**src/rtl/spi_sampler_pkg.sv**
```systemverilog
// Shared definitions for the SPI sampler slave: mode encoding, CPOL/CPHA
// field positions and default parameter values.
package spi_sampler_pkg;

  typedef enum logic [1:0] {
    MODE_0 = 2'd0,
    MODE_1 = 2'd1,
    MODE_2 = 2'd2,
    MODE_3 = 2'd3
  } spi_mode_e;

  localparam int unsigned CPOL_BIT = 1;
  localparam int unsigned CPHA_BIT = 0;

  localparam int unsigned DEF_WIDTH      = 8;
  localparam int unsigned DEF_CHANNELS   = 4;
  localparam int unsigned DEF_FILTER_LEN = 2;
  localparam int unsigned DEF_MODE       = 0;

  typedef enum logic {
    ST_IDLE   = 1'b0,
    ST_ACTIVE = 1'b1
  } frame_state_e;

  function automatic logic mode_cpol(input int unsigned mode);
    logic [1:0] m;
    m = 2'(mode);
    return m[CPOL_BIT];
  endfunction

  function automatic logic mode_cpha(input int unsigned mode);
    logic [1:0] m;
    m = 2'(mode);
    return m[CPHA_BIT];
  endfunction

endpackage

```
**src/rtl/spi_glitch_filter.sv**
```systemverilog
// 2-flop synchronizer plus glitch filter: output follows the input only after
// FILTER_LEN consecutive equal synchronized samples.
module spi_glitch_filter #(
  parameter int unsigned FILTER_LEN = 2,
  parameter logic        IDLE       = 1'b1
) (
  input  logic CLK,
  input  logic reset,
  input  logic d_i,
  output logic q_o
);

  logic [1:0]            sync_q;
  logic [FILTER_LEN-1:0] hist_q;
  logic                  q_q;
  logic                  q_d;

  always_comb begin
    q_d = q_q;
    if (&hist_q) begin
      q_d = 1'b1;
    end else if (~|hist_q) begin
      q_d = 1'b0;
    end
  end

  always_ff @(posedge CLK) begin
    if (reset) begin
      sync_q <= {2{IDLE}};
      hist_q <= {FILTER_LEN{IDLE}};
      q_q    <= IDLE;
    end else begin
      sync_q <= {sync_q[0], d_i};
      hist_q <= {hist_q[FILTER_LEN-2:0], sync_q[1]};
      q_q    <= q_d;
    end
  end

  assign q_o = q_q;

endmodule

```
**src/rtl/spi_sampler_slave.sv**
```systemverilog
// SPI slave that receives words on mosi and streams a per-frame snapshot of
// parallel pin_values back on miso, one WIDTH-bit channel per word.
module spi_sampler_slave
  import spi_sampler_pkg::*;
#(
  parameter int unsigned WIDTH      = DEF_WIDTH,
  parameter int unsigned CHANNELS   = DEF_CHANNELS,
  parameter int unsigned FILTER_LEN = DEF_FILTER_LEN,
  parameter int unsigned MODE       = DEF_MODE
) (
  input  logic                      CLK,
  input  logic                      reset,
  input  logic                      spi_clk,
  input  logic                      cs_n,
  input  logic                      mosi,
  output logic                      miso,
  input  logic [CHANNELS*WIDTH-1:0] pin_values,
  output logic [WIDTH-1:0]          rx_data,
  output logic                      rx_valid,
  input  logic                      rx_ready,
  output logic                      frame_active,
  output logic                      overrun
);

  localparam logic        CPOL = mode_cpol(MODE);
  localparam logic        CPHA = mode_cpha(MODE);
  localparam int unsigned BC_W = (WIDTH > 1) ? $clog2(WIDTH) : 1;
  localparam int unsigned CH_W = (CHANNELS > 1) ? $clog2(CHANNELS) : 1;

  logic sclk_f, cs_f;

  spi_glitch_filter #(.FILTER_LEN(FILTER_LEN), .IDLE(CPOL)) u_sclk_filt (
    .CLK(CLK), .reset(reset), .d_i(spi_clk), .q_o(sclk_f)
  );

  spi_glitch_filter #(.FILTER_LEN(FILTER_LEN), .IDLE(1'b1)) u_cs_filt (
    .CLK(CLK), .reset(reset), .d_i(cs_n), .q_o(cs_f)
  );

  frame_state_e           state_q, state_d;
  logic                   sclk_prev_q, cs_prev_q;
  logic [1:0]             mosi_sync_q;
  logic [FILTER_LEN:0]    mosi_dly_q;
  logic [WIDTH-1:0]       bank_q [CHANNELS];
  logic [CH_W-1:0]        ch_idx_q, ch_idx_d, ch_next;
  logic [BC_W-1:0]        bit_cnt_q, bit_cnt_d;
  logic [WIDTH-1:0]       rx_sr_q, rx_sr_d, rx_shift;
  logic [WIDTH-1:0]       tx_q, tx_d;
  logic [WIDTH-1:0]       rx_data_q, rx_data_d;
  logic                   miso_q, miso_d;
  logic                   rx_valid_q, rx_valid_d;
  logic                   overrun_q, overrun_d;
  logic                   frame_active_q, frame_active_d;
  logic                   load_bank;
  logic                   mosi_al, cs_fall, sclk_edge, lead_edge, trail_edge;
  logic                   sample_edge, shift_edge;

  // mosi delayed by the same depth as the filter so it lines up with sclk_f
  assign mosi_al     = mosi_dly_q[FILTER_LEN];
  assign cs_fall     = cs_prev_q && !cs_f;
  assign sclk_edge   = sclk_f ^ sclk_prev_q;
  assign lead_edge   = sclk_edge && (sclk_f != CPOL);
  assign trail_edge  = sclk_edge && (sclk_f == CPOL);
  assign sample_edge = CPHA ? trail_edge : lead_edge;
  assign shift_edge  = CPHA ? lead_edge : trail_edge;
  assign rx_shift    = WIDTH'({rx_sr_q, mosi_al});
  assign ch_next     = (ch_idx_q == CH_W'(CHANNELS - 1)) ? '0 : ch_idx_q + CH_W'(1);

  always_comb begin
    state_d        = state_q;
    ch_idx_d       = ch_idx_q;
    bit_cnt_d      = bit_cnt_q;
    rx_sr_d        = rx_sr_q;
    tx_d           = tx_q;
    miso_d         = miso_q;
    rx_data_d      = rx_data_q;
    rx_valid_d     = rx_valid_q;
    overrun_d      = overrun_q;
    frame_active_d = frame_active_q;
    load_bank      = 1'b0;

    if (rx_valid_q && rx_ready) begin
      rx_valid_d = 1'b0;
    end

    case (state_q)
      ST_IDLE: begin
        miso_d         = 1'b0;
        bit_cnt_d      = '0;
        frame_active_d = 1'b0;
        if (cs_fall) begin
          state_d        = ST_ACTIVE;
          frame_active_d = 1'b1;
          load_bank      = 1'b1;
          ch_idx_d       = '0;
          // CPHA=0 must drive the MSB before the first clock edge arrives
          if (CPHA) begin
            tx_d = pin_values[WIDTH-1:0];
          end else begin
            miso_d = pin_values[WIDTH-1];
            tx_d   = pin_values[WIDTH-1:0] << 1;
          end
        end
      end
      ST_ACTIVE: begin
        if (cs_f) begin
          state_d        = ST_IDLE;
          frame_active_d = 1'b0;
          miso_d         = 1'b0;
          bit_cnt_d      = '0;
        end else begin
          if (shift_edge) begin
            miso_d = tx_q[WIDTH-1];
            tx_d   = tx_q << 1;
          end
          if (sample_edge) begin
            rx_sr_d = rx_shift;
            if (bit_cnt_q == BC_W'(WIDTH - 1)) begin
              bit_cnt_d  = '0;
              ch_idx_d   = ch_next;
              tx_d       = bank_q[ch_next];
              rx_data_d  = rx_shift;
              rx_valid_d = 1'b1;
              if (rx_valid_q && !rx_ready) begin
                overrun_d = 1'b1;
              end
            end else begin
              bit_cnt_d = bit_cnt_q + BC_W'(1);
            end
          end
        end
      end
    endcase
  end

  always_ff @(posedge CLK) begin
    if (reset) begin
      state_q        <= ST_IDLE;
      sclk_prev_q    <= CPOL;
      cs_prev_q      <= 1'b1;
      mosi_sync_q    <= '0;
      mosi_dly_q     <= '0;
      ch_idx_q       <= '0;
      bit_cnt_q      <= '0;
      rx_sr_q        <= '0;
      tx_q           <= '0;
      miso_q         <= 1'b0;
      rx_data_q      <= '0;
      rx_valid_q     <= 1'b0;
      overrun_q      <= 1'b0;
      frame_active_q <= 1'b0;
    end else begin
      state_q        <= state_d;
      sclk_prev_q    <= sclk_f;
      cs_prev_q      <= cs_f;
      mosi_sync_q    <= {mosi_sync_q[0], mosi};
      mosi_dly_q     <= {mosi_dly_q[FILTER_LEN-1:0], mosi_sync_q[1]};
      ch_idx_q       <= ch_idx_d;
      bit_cnt_q      <= bit_cnt_d;
      rx_sr_q        <= rx_sr_d;
      tx_q           <= tx_d;
      miso_q         <= miso_d;
      rx_data_q      <= rx_data_d;
      rx_valid_q     <= rx_valid_d;
      overrun_q      <= overrun_d;
      frame_active_q <= frame_active_d;
    end
  end

  // Per-frame snapshot of the parallel inputs
  always_ff @(posedge CLK) begin
    if (reset) begin
      for (int k = 0; k < CHANNELS; k++) bank_q[k] <= '0;
    end else if (load_bank) begin
      for (int k = 0; k < CHANNELS; k++) bank_q[k] <= pin_values[k*WIDTH +: WIDTH];
    end
  end

  assign miso         = miso_q;
  assign rx_data      = rx_data_q;
  assign rx_valid     = rx_valid_q;
  assign overrun      = overrun_q;
  assign frame_active = frame_active_q;

endmodule

```
**config.mk**
```make
export PLATFORM = sky130hd
export DESIGN_NAME = spi_sampler_slave
export DESIGN_NICKNAME = d
export VERILOG_FILES = /design/src/rtl/spi_sampler_pkg.sv /design/src/rtl/spi_glitch_filter.sv /design/src/rtl/spi_sampler_slave.sv
export SDC_FILE = /design/constraint.sdc
export NUM_CORES = 1
export LEC_CHECK = 0
export CORE_MARGIN = 2
export CORE_UTILIZATION = 40
export CTS_BUF_LIST = sky130_fd_sc_hd__clkbuf_16
export CTS_CLUSTER_DIAMETER = 30
export DETAILED_ROUTE_END_ITERATION = 10
export GPL_TIMING_DRIVEN = 1
export SYNTH_ARGS = -nofsm -noshare
export SYNTH_HDL_FRONTEND = slang
export SYNTH_HIERARCHICAL = 1
export SYNTH_SLANG_ARGS = --single-unit
```
**constraint.sdc**
```tcl
create_clock -name CLK -period 3 [get_ports CLK]
set_input_delay 0.45 -clock CLK [delete_from_list [all_inputs] [get_ports CLK]]
set_output_delay 0.45 -clock CLK [all_outputs]
set_load 0.005 [all_outputs]
```
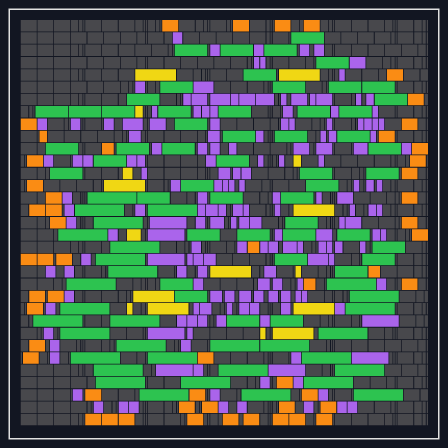
*Cells colored by class, run 1*
Fill, decap, tap and diode cells in gray.
| class | color | cells |
|---|---|---|
| clock drivers and dummy loads | yellow | 16 |
| sequential cells | green | 82 |
| remaining buffers and delay cells | orange | 53 |
| remaining logic cells | purple | 183 |

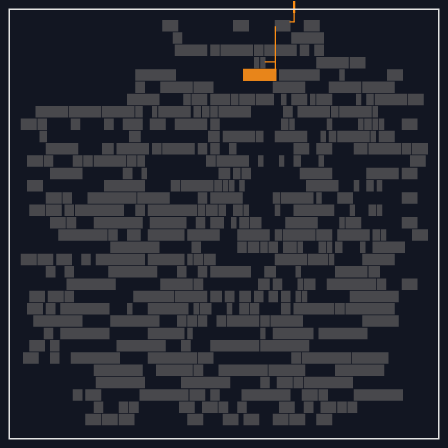
*Nets reached from selected ports, run 1*
| port | color | direction | end cells | buffers | wire |
|---|---|---|---|---|---|
| `overrun` | orange | output | 1 | 1 | 15.3 µm |

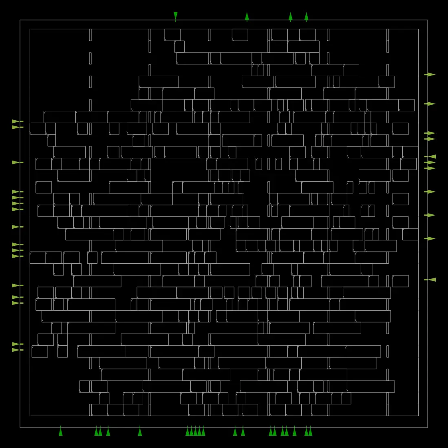
*Placement view, run 1*
Std-Cell Rows: 33
flop share of the area: 47.86%

==> GITHUB_STEP_SUMMARY, run 1 <==
### Flow metrics

| Metric | Value |
|---|---|
| Status | finished clean |
| Comb/total area | 29.98% |
| Comb area leader | simple AND/OR/NAND/NOR gates |
| Final cell count without fillers | 439 |
| Final setup vio count | 0 |
| Most common logic cells in the final layout | dfxtp_1, clkdlybuf4s50_1, and2_1 |
| Final hold violation count | 0 |
| NonClk Buf Share | 12.58% |
| Die Ht | 94.60 µm |
| Total Routed Length | 5.848 mm |
| Max rail drop VDD | 262.6 µV |
| Met3 usage | 4.709% |
| Worst hold path class | reg2reg |
| Area after DPL | 3837 µm² |
| Switching pwr | 444.9 µW |
| Detailed Place HPWL | 3.941 mm |
| Yosys synthesis chip area | 3283 µm² |
| CP endpoint kind | flip-flop |
| Worst r2r path cells | 6 |
| CP cell instances | ha_1 > ha_1 > nand3b_1 > or2_1 > nor2_1 > nor4_1 |
| XOR Share, Synth | 0% |
| Setup CP Type | reg2reg |
| Gpl congestion | 0.7954 |
| Tool warnings | 26 |
| Sequential share of power | 53.1% |
| Max power group | registers |
| CTS Buffer Depth | 2 |
| Crit-path slowest cell | or2_1 |
| CTS sink count | 82 |
| Simple share | 20.66% |
| Clk_lat worst skew | 0.33 ns |
| Total power | 2.222 mW |
| Initial antenna violation count | 0 |
| Synth Net Count | 324 |
| Via Count | 2114 |
| Fin Setup TNS | 0 ns |
| Crit Reg-Reg Endpoint | tx_q[4] |
| Cts-stage hold buffer count | 0 |
--- run 2 (diff from run 1) ---
==> constraint.sdc (replaced) <==
create_clock -name CLK -period 1.6 [get_ports CLK]
set_input_delay 0.24 -clock CLK [delete_from_list [all_inputs] [get_ports CLK]]
set_output_delay 0.24 -clock CLK [all_outputs]
set_load 0.005 [all_outputs]
==> run 2 against run 1 <==
Sequential share of layout area fell by 3.8 points. First-iteration DRC count fell by 46%. Via count rose by 5.5%. Synthesized cell count did not move. Hold slack got worse by 0.11 ns. Die area did not move. Clock power rose by 130%. Setup slack got worse by 0.97 ns. Clock-buffer cell count rose by 2. Total power rose by 110%. Design area rose by 8.8%.
==> GITHUB_STEP_SUMMARY, run 2 <==
### Flow metrics

| Metric | Value |
|---|---|
| Status | finished clean (unchanged) |
| Simple share | 20.66% (unchanged) |
| Total power | 4.602 mW (was 2.222 mW) |
| Cts-stage hold buffer count | 0 (unchanged) |
| Gpl congestion | 0.7734 (was 0.7954) |
| Yosys synthesis chip area | 3283 µm² (unchanged) |
| CP cell instances | ha_4 > ha_4 > nand3b_1 > or2_4 > buf_8 > nor2_1 > nor4_1 (was ha_1 > ha_1 > nand3b_1 > or2_1 > nor2_1 > nor4_1) |
| Synth Net Count | 324 (unchanged) |
| XOR Share, Synth | 0% (unchanged) |
| Fin Setup TNS | 0 ns (unchanged) |
| Final cell count without fillers | 457 (was 439) |
| Max rail drop VDD | 490.4 µV (was 262.6 µV) |
| Switching pwr | 898.1 µW (was 444.9 µW) |
| Crit Reg-Reg Endpoint | tx_q[3] (was tx_q[4]) |
| Die Ht | 94.60 µm (unchanged) |
| Most common logic cells in the final layout | dfxtp_1, clkdlybuf4s50_1, and2_1 (unchanged) |
| Detailed Place HPWL | 4.037 mm (was 3.941 mm) |
| Flop share of the area | 44.06% (was 47.86%) |
| Std-Cell Rows | 33 (unchanged) |
| Setup CP Type | reg2reg (unchanged) |
| CP endpoint kind | flip-flop (unchanged) |
| Worst hold path class | in2reg (was reg2reg) |
| Sequential share of power | 48.1% (was 53.1%) |
| CTS sink count | 82 (unchanged) |
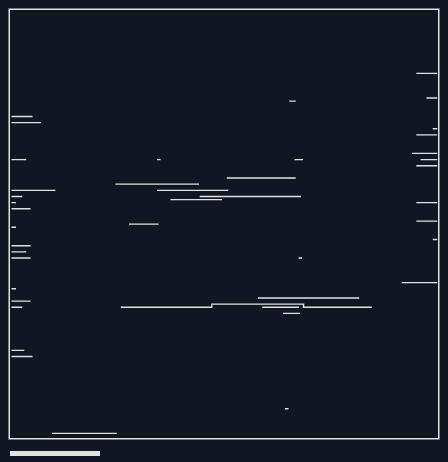
*Signal wires on met3, run 2*
The bar under the picture is 20 µm long.
main direction: horizontal
wire length on this layer: 292 µm
longest straight run: 22.1 µm
Total Routed Length: 6.223 mm
Via Count: 2230
met3 usage: 3.512%

--- run 3 (diff from run 2) ---
--- a/config.mk
+++ b/config.mk
@@ -11,6 +11,7 @@
 export CTS_CLUSTER_DIAMETER = 30
 export DETAILED_ROUTE_END_ITERATION = 10
 export GPL_TIMING_DRIVEN = 1
+export PLACE_DENSITY = 0.69
 export SYNTH_ARGS = -nofsm -noshare
 export SYNTH_HDL_FRONTEND = slang
 export SYNTH_HIERARCHICAL = 1
==> run 3 against run 2 <==
Final cell count is 1.1% lower. Via count is 1.7% lower. Largest cell class unchanged. Critical path depth stayed put. Area after synthesis stayed put. Largest power group is now registers. Routed wire length is 0.71% higher. Synthesized cell count stayed put. Setup slack better by 0.053 ns. Global-route usage is 0.11 points lower. Non-clock buffer count is 5 lower. Sequential power hardly changed. Highest routed layer unchanged. Hold slack worse by 0.11 ns. Clock skew is 0.00067 ns lower.
==> GITHUB_STEP_SUMMARY, run 3 <==
### Flow metrics

| Metric | Value |
|---|---|
| CTS tree | yes (unchanged) |
| Post-CTS Resized | 3 (was 0) |
| Comb area leader | simple AND/OR/NAND/NOR gates (unchanged) |
| Most frequent cell after synthesis | dfxtp_1 (unchanged) |
| CP cell instances | ha_4 > ha_4 > nand3b_1 > or2_1 > buf_6 > nor2_2 > nor4_1 (was ha_4 > ha_4 > nand3b_1 > or2_4 > buf_8 > nor2_1 > nor4_1) |
| Most common logic cells in the final layout | dfxtp_1, clkdlybuf4s50_1, and2_1 (unchanged) |
| Final setup vio count | 0 (unchanged) |
| Area after DPL | 3940 µm² (was 3948 µm²) |
| Initial antenna violation count | 0 (unchanged) |
| I/O Buffers | 49 (unchanged) |
| Total Routed Length | 6.267 mm (was 6.223 mm) |
| CTS Buffer Depth | 2 (unchanged) |
| Final hold violation count | 0 (unchanged) |
| Sequential share of power | 49.6% (was 48.1%) |
| NonClk Buf Share | 14.58% (was 15.21%) |
| Leakage | 1.561 nW (was 1.585 nW) |
| Total combinational power | 159 µW (was 165 µW) |
| Crit-path slowest cell | dfxtp_2 (unchanged) |
| Cts-stage hold buffer count | 0 (unchanged) |
| Sw Share | 18.79% (was 19.52%) |
| Std-Cell Rows | 33 (unchanged) |
| WHS Endpoint | ch_idx_q[1] (was tx_q[6]) |
| Die Ht | 94.60 µm (unchanged) |
| Crit path capture | tx_q[5] (was tx_q[3]) |
| Worst hold path class | in2reg (unchanged) |
| Met2 wire length | 3.086 mm (was 2.823 mm) |
| Min-Delay Path Depth | 2 (unchanged) |
| Gpl congestion | 0.7967 (was 0.7734) |
| Switching pwr | 838.7 µW (was 898.1 µW) |
| Clk_lat worst skew | 0.33 ns (about the same) |
| Detailed Place HPWL | 4.126 mm (was 4.037 mm) |
| Fin Setup TNS | 0 ns (unchanged) |
| Seq/Total Area, Yosys | 59.76% (unchanged) |
| Pint | 3.625 mW (was 3.704 mW) |
| Simple share | 20.66% (unchanged) |
| Synth Net Count | 324 (unchanged) |
| Total power | 4.464 mW (was 4.602 mW) |
| Crit path depth | 7 (unchanged) |
| Top Metal Used | met4 (unchanged) |
| XOR Share, Synth | 0% (unchanged) |
| Mux frac, synth | 8.537% (unchanged) |
| Status | finished clean (unchanged) |
| CTS sink count | 82 (unchanged) |
| Met3 usage | 3.113% (was 3.512%) |
| CP endpoint kind | flip-flop (unchanged) |
| Max rail drop VDD | 600.9 µV (was 490.4 µV) |
| Worst r2r path cells | 7 (unchanged) |
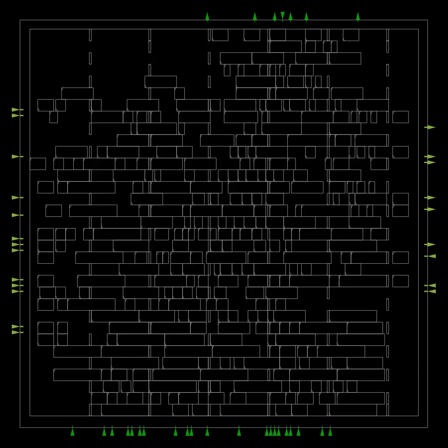
*Placement view, run 3*
flop share of the area: 44.97%
final cell count without fillers: 452
core footprint: 8093 µm²
registers: 82

No activity file was given, so power comes from the tool's default toggle rates.
